Design ram_access_unit, sky130hd; sources not shown.
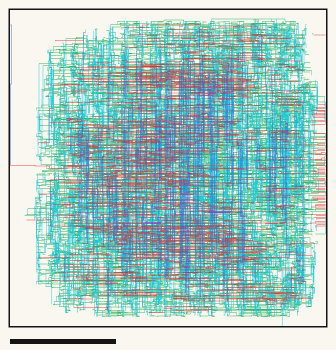
metal_stack.png
Bar = 100 µm.
legend:
  met1:
    colour: green
    wire_length: 56.8 mm
  met4:
    colour: blue
    wire_length: 11,200 µm
  met2:
    colour: cyan
    wire_length: 67.0 mm
  met5:
    colour: purple
    wire_length: 33.4 µm
  met3:
    colour: red
    wire_length: 24.6 mm
Vias: 34,720
aggregate global-route resource usage: 0.348
Routed WL: 160,000 µm
wire per inst: 32.4 µm

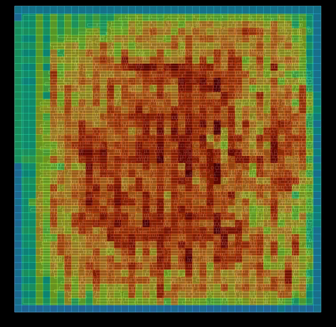
final_congestion.png
met1 global-route usage: 0.462
gr busiest metal: met2
met3 GRT Util: 0.120
GR Util met2: 0.499

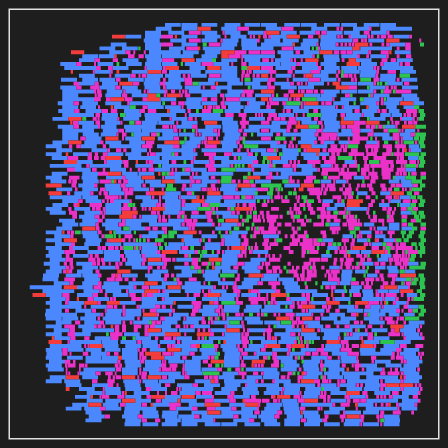
cell_classes.png
legend:
  clock drivers and dummy loads:
    colour: red
    cells: 202
    share_of_their_area: 6.8%
  flip-flops:
    colour: blue
    cells: 1,119
    share_of_their_area: 62%
  all other logic:
    colour: magenta
    cells: 2,169
    share_of_their_area: 26%
  other buffers and delay cells:
    colour: green
    cells: 382
    share_of_their_area: 5.6%
Design Area, Final: 54,000 µm²
row count: 103

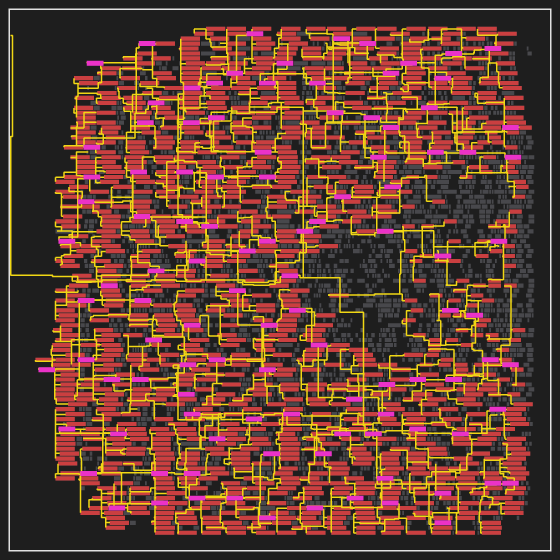
clock_map.png
legend:
  clock wires:
    colour: yellow
    length: 12,100 µm
  cells driving clock nets:
    colour: magenta
    count: 108
  flip-flops:
    colour: red
    count: 1,119
flops lie: spread over the die
clk pwr: 2.91 mW
clock power share: 0.296
clk_skew: 0.0255 ns
clk_lat worst skew: 0.70 ns

==> changes_impl.md <==
## Implementation

* AO/OA Area Share at 0.131
* Tap Count at around 1,100
* H-tree depth at 3
* Largest net degree at the start of global routing at around 42
* CLK BUF at about 130
* RSZ-0062 raised after global routing: no
* Die width at ~300 µm
* NonClk Buf Share at 0.0546
* Final HPWL DP at between 100,000 and 150,000 µm
* Fmax at 137 MHz
* Vias in the first global route at between 30,000 and 40,000
* Ys cells at about 3,600
* Share of cells above drive strength 1 at 0.113
* Hold Vio Cnt, Final at 0
* Top Consumer: sequential cells
* Invs w/o clock at around 70
* Routed met1 length at ~57,000 µm
* Fin crit period at between 7 and 8 ns
* Cells after Synth at between 3,000 and 4,000
* Non-clock buffers at about 380
* Synth warn at 0
* Worst Path Required at roughly 15 ns
* Status: completed
* Startpoint Class: primary input
* Synth unique cells at a little under 100
* Init Core Util at 0.604
* Tot Pwr at ~10 mW
* Fin Hold WS at roughly 0.45 ns
* DR WL met2 at 67,000 µm
* Nets at 3,849
* Area delta synth->final at 13.8%
* Flop area at around 33,000 µm²
* Root Driver: clkbuf_16
* Crit-path cells: clkdlybuf4s50_1 > nor3_2 > clkbuf_1 > nand3b_1 > o31ai_1 > nand2_1 > clkbuf_1 > nor2_1
* Post-route antenna net violation count at 0
* Post-Syn Area at around 47,000 µm²
* Pins over their slew limit at 0
synthesized netlist by cell type (all sizes together), types with 6 or more instances:
cell type,n
edfxtp,1024
nand2,289
nor2,289
o21ai,235
a21oi,206
buf,160
nor3,112
clkbuf,107
mux2i,101
dfxtp,95
nand3,83
o211ai,71
inv,70
and3,65
a221oi,53
a211oi,51
a32oi,49
and2,46
nand4,40
or3,33
a21o,27
mux4,26
a41oi,23
ha,22
a32o,20
o2bb2ai,20
o311ai,19
a31oi,15
nor4,15
a2111oi,14
o21a,13
o311a,13
a22oi,12
mux2,10
nand2b,10
a222oi,8
a22o,8
o22ai,8
o31ai,8
xnor2,7
and4bb,6
o41ai,6
critical path, delay by kind of cell:
kind | cells | cell delay, ns
and+or+nand+nor | 4 | 2.34
AOI/OAI and AO/OA | 1 | 0.11
buffers and inverters | 3 | 1.58
Power is estimated from default activity; no workload was simulated.
